==> run_1/placement_by_type.png <==
Scale bar: 20 µm.
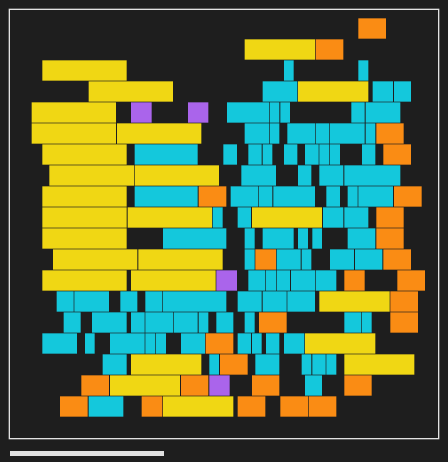
==> run_1/congestion.png <==
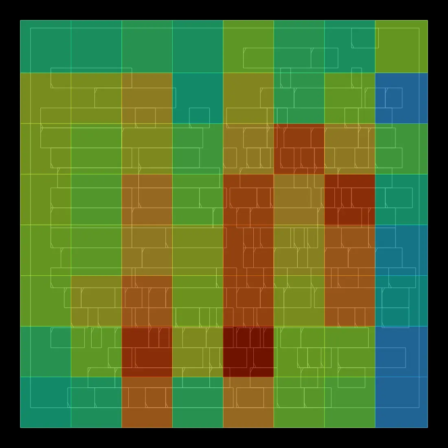
==> run_1/logic_types.png <==
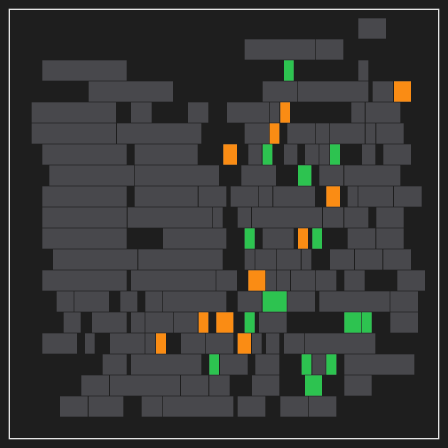
==> run_1/flops_by_reg.png <==
Scale bar: 20 µm. Other sequential cells in the stronger gray, the rest of the logic in the fainter gray.
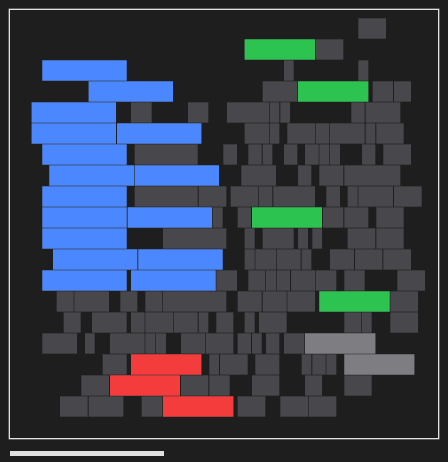
$ cat src/rtl/prog_count_stack.sv
// Program counter with absolute/relative load, stall, and return-address stack.
// PC and stack updates appear one cycle after the command; stall freezes all state.
module prog_count_stack #(
  parameter int ADDR_W      = 4,
  parameter int SEL_W       = 8,
  parameter int STACK_DEPTH = 4,
  parameter int RESET_ADDR  = 0,
  localparam int SP_W       = $clog2(STACK_DEPTH + 1)
) (
  input  logic              clk,
  input  logic              rst_n,
  input  logic              stall,
  input  logic              incPC,
  input  logic              loadPC,
  input  logic              relPC,
  input  logic              call,
  input  logic              ret,
  input  logic              clr_err,
  input  logic [SEL_W-1:0]  selPC,
  output logic [ADDR_W-1:0] ins_mem,
  output logic [SP_W-1:0]   sp,
  output logic              stack_full,
  output logic              stack_empty,
  output logic              ovf_err,
  output logic              unf_err
);

  localparam int IDX_W = (STACK_DEPTH > 1) ? $clog2(STACK_DEPTH) : 1;

  logic [ADDR_W-1:0] pc_q, pc_d;
  logic [SP_W-1:0]   sp_q, sp_d;
  logic              ovf_q, ovf_d;
  logic              unf_q, unf_d;

  logic [ADDR_W-1:0] stack_q [STACK_DEPTH];
  logic              push_vld;
  logic [IDX_W-1:0]  push_idx;
  logic [IDX_W-1:0]  pop_idx;
  logic [ADDR_W-1:0] push_dat;
  logic [ADDR_W-1:0] sel_lo;
  logic [ADDR_W-1:0] pc_inc;

  assign sel_lo      = selPC[ADDR_W-1:0];
  assign pc_inc      = pc_q + ADDR_W'(1);
  assign stack_full  = (sp_q == SP_W'(STACK_DEPTH));
  assign stack_empty = (sp_q == '0);
  assign push_idx    = IDX_W'(sp_q);
  assign pop_idx     = IDX_W'(sp_q - SP_W'(1));
  assign push_dat    = pc_inc;

  // Upper selPC bits only matter to the datapath; they are dropped here.
  generate
    if (SEL_W > ADDR_W) begin : g_sel_hi
      logic unused_sel_hi;
      assign unused_sel_hi = ^selPC[SEL_W-1:ADDR_W];
    end
  endgenerate

  always_comb begin
    pc_d     = pc_q;
    sp_d     = sp_q;
    ovf_d    = ovf_q;
    unf_d    = unf_q;
    push_vld = 1'b0;
    if (!stall) begin
      // Clear first so a same-cycle error set overrides it.
      if (clr_err) begin
        ovf_d = 1'b0;
        unf_d = 1'b0;
      end
      if (ret) begin
        if (!stack_empty) begin
          pc_d = stack_q[pop_idx];
          sp_d = sp_q - SP_W'(1);
        end else begin
          unf_d = 1'b1;
        end
      end else if (call) begin
        if (!stack_full) begin
          push_vld = 1'b1;
          pc_d     = sel_lo;
          sp_d     = sp_q + SP_W'(1);
        end else begin
          ovf_d = 1'b1;
        end
      end else if (loadPC) begin
        pc_d = relPC ? (pc_q + sel_lo) : sel_lo;
      end else if (incPC) begin
        pc_d = pc_inc;
      end
    end
  end

  always_ff @(posedge clk or negedge rst_n) begin
    if (!rst_n) begin
      pc_q  <= ADDR_W'(RESET_ADDR);
      sp_q  <= '0;
      ovf_q <= 1'b0;
      unf_q <= 1'b0;
    end else begin
      pc_q  <= pc_d;
      sp_q  <= sp_d;
      ovf_q <= ovf_d;
      unf_q <= unf_d;
    end
  end

  // Entries above sp are never read, so the array needs no reset.
  always_ff @(posedge clk) begin
    if (push_vld) begin
      stack_q[push_idx] <= push_dat;
    end
  end

  assign ins_mem = pc_q;
  assign sp      = sp_q;
  assign ovf_err = ovf_q;
  assign unf_err = unf_q;

endmodule

$ cat config.mk
export PLATFORM = sky130hd
export DESIGN_NAME = prog_count_stack
export DESIGN_NICKNAME = d
export VERILOG_FILES = /design/src/rtl/prog_count_stack.sv
export SDC_FILE = /design/constraint.sdc
export NUM_CORES = 1
export LEC_CHECK = 0
export CORE_UTILIZATION = 51
export CTS_CLUSTER_DIAMETER = 100
export DETAILED_ROUTE_END_ITERATION = 12
export PLACE_DENSITY = 0.86
export SLEW_MARGIN = 10
export SYNTH_ARGS = -nofsm -noshare
export SYNTH_HDL_FRONTEND = slang
export SYNTH_SLANG_ARGS = --single-unit
$ cat constraint.sdc
create_clock -name clk -period 2.67 [get_ports clk]
set_clock_uncertainty 0.2 [all_clocks]
set_input_delay 0.267 -clock clk [delete_from_list [all_inputs] [get_ports clk]]
set_output_delay 0.267 -clock clk [all_outputs]
set_load 0.01 [all_outputs]
==> notes.md, run 1 <==
Implementation status.

- For this run, the detailed router reports a per-instance via density of 5.42.
- The number of antenna violations at the first check in global routing is 0.
- Setup repair after global routing left no endpoint under its margin.
- The clock latency of the later-clocked register in the worst-skew pair is 0.32 ns.
- The routed layout has 965 vias.
- The run finished with clean final reports.
- The clock group total power is 0.000172 W.
- The count of pins on the block boundary is 28.
- After synthesis the netlist holds a flip-flop and latch count of 25.
- For the pin with the worst max-slew slack, the measured transition is 0.474 ns.
- In the setup report, the worst path falls into the class reg -> out.
- Summed over all failing endpoints, the final setup total negative slack is 0 ns.
- The number of hold-slack violations in the final timing report is 0.
- The top cell types in the final layout, fill and taps aside, are sky130_fd_sc_hd__clkdlybuf4s50_1 (23), sky130_fd_sc_hd__edfxtp_1 (16), sky130_fd_sc_hd__inv_1 (12).
- The TritonCTS buffer count is 3.
- The average wire per cell in the routed design is 14.7 µm.
- The achievable clock frequency is 425 MHz.
- The power density over the cells is 916 nW/µm².
- The clock-pin slew on the worst setup and hold paths is 0.14 ns.
- The post-synth count of flops with an enable pin is 16.
- CTS reports a maximum clock tree buffer depth of 2.
- The stage-log warning count is 34.
- From left edge to right edge, the die measures 55.4 µm.
- Yosys reported that registers with async set or reset make up 36.0%.
- Per the layout report, the design carries 222 filler cells.
- The via count of the first global-routing pass is 1003.
- The critical path capture point type is an output port.
- In this run, post-CTS repair resized a total of 0 instances.
Notes on placement_by_type.png above:
color	class	cells
purple	clock drivers and dummy loads	4
cyan	combinational and other logic	92
yellow	sequential cells	25
orange	remaining buffers and delay cells	26
fin area: 1740 µm²
Final Core Density: 63.5%

Notes on congestion.png above:
met2 demand-to-capacity share in global routing: 31.3%
grt met1 use: 24.9%
busiest layer in global routing: met2
total global-route track usage: 18.8%

Notes on logic_types.png above:
color	family	cells
green	nand cells	14
orange	nor cells	11
Top cell excl fill/tap: sky130_fd_sc_hd__clkdlybuf4s50_1
multi-input logic portion of the cell area: 38.3%
final standard cell count with taps included and fillers excluded: 178

Notes on flops_by_reg.png above:
color	name in the netlist	flops
red	sp	3
green	ins_mem	4
blue	stack_q	16
not colored	2

## run 1: cells by family after synthesis
kind of cell               synth area share, %
and+or+nand+nor                           11.6
DFF                                       48.5
AOI/OAI and AO/OA                         11.8
buffers and inverters                     5.93
adders and majority gates                 9.11
muxes                                     8.94
xor gates and xnor gates                  4.21
## run 1: synth_stat cells (2+ instances only)
master,count,area [µm²]
sky130_fd_sc_hd__mux4_2,4,90.1
sky130_fd_sc_hd__nor2b_1,2,12.5
sky130_fd_sc_hd__edfxtp_1,16,480
sky130_fd_sc_hd__nor3_1,3,15.0
sky130_fd_sc_hd__mux2i_1,4,40.0
sky130_fd_sc_hd__a21oi_1,6,30.0
sky130_fd_sc_hd__nand2_1,10,37.5
sky130_fd_sc_hd__o21ai_0,6,30.0
sky130_fd_sc_hd__nor2_1,5,18.8
sky130_fd_sc_hd__o31ai_1,2,15.0
sky130_fd_sc_hd__buf_6,3,33.8
sky130_fd_sc_hd__and2_1,4,25.0
sky130_fd_sc_hd__dfrtp_1,9,225
sky130_fd_sc_hd__ha_1,9,113
sky130_fd_sc_hd__nand2b_1,2,12.5
sky130_fd_sc_hd__xor2_1,5,43.8
sky130_fd_sc_hd__inv_1,12,45.0
sky130_fd_sc_hd__xnor2_1,2,17.5
## run 1: registers in the layout (all words and copies together) (netlist names)
register and flops:
ovf_err 1, unf_err 1, sp 3, stack_q 16, ins_mem 4
## run 1: cell type report
class,count,area share [%]
Clock buffer,3,1.30
Tap cell,31,2.23
Sequential cell,25,40.6
Multi-Input combinational cell,80,38.3
Clock inverter,1,0.432
Timing Repair Buffer,26,14.6
Inverter,12,2.59
## run 1: per-stage QoR
| step | util, % | instance area (µm²) | hold WS [ns] | power (W) |
|---|---|---|---|---|
| floorplan | - | 1460 | -0.229 | 0.00115 |
| global placement | 62.4 | 1710 | 0.264 | 0.00140 |
| detailed placement | 62.4 | 1710 | 0.278 | 0.00143 |
| CTS | 63.5 | 1740 | 0.0471 | 0.00160 |
| global route | 63.5 | 1740 | 0.0503 | 0.00171 |
| finish | 63.5 | 1740 | 0.0504 | 0.00159 |
## run 1: routing by layer
| layer | global-route usage [%] | part of all wire, % | up-vias | wire [µm] |
|---|---|---|---|---|
| met5 | 0 | 0 | - | 0 |
| met1 | 24.9 | 46 | 458 | 1220 |
| met4 | 5.71 | 0.80 | 0 | 21 |
| li1 | - | - | 481 | - |
| met3 | 3.51 | 4.4 | 2 | 116 |
| met2 | 31.3 | 48 | 24 | 1270 |
## run 1: worst max-delay path: cells and delay by family (launching register included)
family | cells | cell delay [ns]
fa+ha+maj | 1 | 0.24
buf+inv | 2 | 0.69
flops | 1 | 0.44
simple gates | 1 | 0.19
## run 1: worst paths after layout
check	from	end	slack, ns	cells past startpoint
min in group clk	ovf_err	ovf_err	0.31	2
max	sp[1]	stack_empty	0.32	4
max in group asynchronous	rst_n	ins_mem[2]	1.90	1
max reg2reg	ins_mem[0]	ins_mem[2]	0.41	8
min	rst_n	ins_mem[0]	0.05	1
min reg2reg	ovf_err	ovf_err	0.31	2
==> inputs of run 2 (changes only) <==
--- a/config.mk
+++ b/config.mk
@@ -6,7 +6,7 @@
 export NUM_CORES = 1
 export LEC_CHECK = 0
 export CORE_UTILIZATION = 51
-export CTS_CLUSTER_DIAMETER = 100
+export CTS_CLUSTER_DIAMETER = 150
 export DETAILED_ROUTE_END_ITERATION = 12
 export PLACE_DENSITY = 0.86
 export SLEW_MARGIN = 10
==> notes.md, run 2 <==
Implementation status.

- Outcome: completed (unchanged).
- The global routing usage summed across all routing layers came to 18.8% (unchanged).
- The via density per instance is 5.42 (unchanged).
- The internal reg-to-reg setup slack is 0.41 ns (about the same).
- The post-synthesis sequential element count came to 25 (unchanged).
- The clock latency of the later-clocked register in the worst-skew pair is 0.32 ns (about the same).
- The hold slack is 0.0504 ns (unchanged).
- The achievable clock frequency is 425 MHz (unchanged).
- The chip height is 55.4 µm (unchanged).
- The cell family contributing the most delay on the critical path is buffers and inverters (unchanged).
- The reg-to-reg critical path endpoint is ins_mem[2] (unchanged).
- The critical path launch point is sp[1] (unchanged).
- The area share of the largest cell type after synthesis was 33.0% (unchanged).
- The critical path capture point type is an output port (unchanged).
- The critical path buffer and inverter count is 2 (unchanged).
- The power density over the cells is 916 nW/µm² (unchanged).
- The number of antenna violations at the first check in global routing was 0 (unchanged).
- The dominant cell type by area after synthesis was sky130_fd_sc_hd__edfxtp_1 (unchanged).
- The TritonCTS buffer count is 3 (unchanged).
- The count of cells along the worst register-to-register path came to 8 (unchanged).
- The number of hold-slack violations in the final timing report was 0 (unchanged).
- The via count of the first global-routing pass is 1003 (unchanged).
- The most used logic cell in the final layout is sky130_fd_sc_hd__clkdlybuf4s50_1 (unchanged).
- The register containing the most flip-flops in the final layout is stack_q (unchanged).
- The number of flip-flops in the largest register is 16 (unchanged).
- Commonest non-fill, non-tap cells in the layout: sky130_fd_sc_hd__clkdlybuf4s50_1 (23), sky130_fd_sc_hd__edfxtp_1 (16), sky130_fd_sc_hd__inv_1 (12) (unchanged).
- The startpoint of the lowest-slack register-to-register path is ins_mem[0] (unchanged).
- The count of pins on the block boundary is 28 (unchanged).
- Top cells by instance count after synthesis: sky130_fd_sc_hd__edfxtp_1 (16), sky130_fd_sc_hd__inv_1 (12), sky130_fd_sc_hd__nand2_1 (10) (unchanged).
- The count of fill cells added during filler insertion is 222 (unchanged).
- Top cells by area in the synthesized netlist: sky130_fd_sc_hd__edfxtp_1 (33%), sky130_fd_sc_hd__dfrtp_1 (15%), sky130_fd_sc_hd__ha_1 (7.7%), sky130_fd_sc_hd__mux4_2 (6.2%), sky130_fd_sc_hd__inv_1 (3.1%) (unchanged).
- The async set-or-reset flop fraction in the synthesized netlist came to 36.0% (unchanged).
- The total negative setup slack is 0 ns (unchanged).
- The via total after detailed routing is 965 (unchanged).
- The average wire per cell in the routed design is 14.7 µm (unchanged).
- The post-CTS resize count is 0 (unchanged).
- The critical setup path kind is reg -> out (unchanged).
- The horizontal die dimension is 55.4 µm (unchanged).
- The global placer's final weighted congestion is 0.805 (unchanged).
- The stage-log warning count is 34 (unchanged).
- The most popular library cell in the synthesized design by count is sky130_fd_sc_hd__edfxtp_1 (unchanged).
- The buffer depth of the longest clock path is 2 (unchanged).
[run 2: cell counts after synthesis]
Identical to the previous run, type by type.
[run 2: how the worst min path moves through the flow]
stage / from / endpoint / depth (start not counted)
after floorplan: rst_n / ins_mem[0] / 0
after global placement: unf_err / unf_err / 2
after detailed placement: unf_err / unf_err / 2
after CTS: rst_n / sp[2] / 1
after global routing: rst_n / sp[2] / 1
final: rst_n / ins_mem[0] / 1
[run 2: report_power, final]
group	leakage (nW)	switching, W	internal (W)
logic	0.445	0.000387	0.000402
clock network	0.0139	0.000115	0.0000572
registers	0.253	0.0000793	0.000550
total	0.712	0.000581	0.00101
[run 2: cells by family (layout without fill, tap and decap cells)]
| group | Yosys count | count (layout) | share of synthesized area, % |
|---|---|---|---|
| AOI/OAI and AO/OA | 23 | 23 | 11.8 |
| adders and majority gates | 10 | 10 | 9.11 |
| buffers and inverters | 16 | 42 | 5.93 |
| and+or+nand+nor | 32 | 32 | 11.6 |
| muxes | 8 | 8 | 8.94 |
| xor gates and xnor gates | 7 | 7 | 4.21 |
| DFF | 25 | 25 | 48.5 |
[run 2: worst reg2reg max path: cells and delay by family, from the launching register on]
family | cells | cell delay [ns]
compound gates | 3 | 0.64
fa+ha+maj | 2 | 0.59
flops | 1 | 0.48
xor+xnor | 1 | 0.15
buf+inv | 1 | 0.06
simple gates | 1 | 0.06
[run 2: routing by layer]
metal	GRT usage [%]	part of all wire, %	up-vias
met2	31.3	48	24
met4	5.71	0.80	0
li1	-	-	481
met1	24.9	46	458
met3	3.51	4.4	2
met5	0	0	-
[run 2: area by class of cell]
type / count / area [µm²] / share of cell area (%)
clock inverter: 1 / 7.51 / 0.432
sequential: 25 / 706 / 40.6
multi-input combinational: 80 / 664 / 38.3
clock buffer: 3 / 22.5 / 1.30
timing repair buffer: 26 / 253 / 14.6
tap: 31 / 38.8 / 2.23
inverter: 12 / 45.0 / 2.59
[run 2: metrics by stage]
step | worst slack [ns] | util [%] | instances | power, W | area, µm²
after global placement | 0.186 | 62.4 | 174 | 0.00140 | 1710
after global routing | 0.169 | 63.5 | 178 | 0.00171 | 1740
after detailed placement | 0.128 | 62.4 | 174 | 0.00143 | 1710
after CTS | 0.304 | 63.5 | 178 | 0.00160 | 1740
final | 0.316 | 63.5 | 178 | 0.00159 | 1740
after floorplan | 0.546 | - | 121 | 0.00115 | 1460
==> run_2/placement_by_type.png <==
Scale bar: 20 µm.
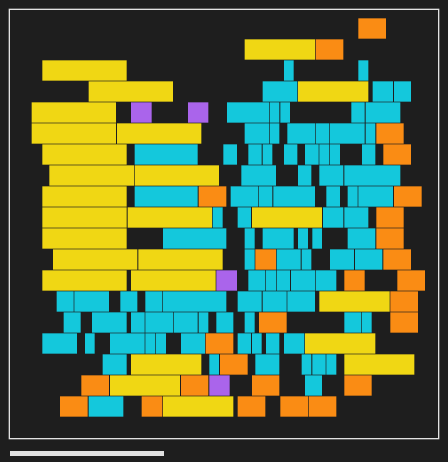
color	class	cells
cyan	combinational and other logic	92
purple	clock drivers and dummy loads	4
yellow	sequential cells	25
orange	remaining buffers and delay cells	26
std cell rows: 19
flop share of the area: 40.6%
Core ar.: 2730 µm²

No activity file was given, so power comes from the tool's default toggle rates.
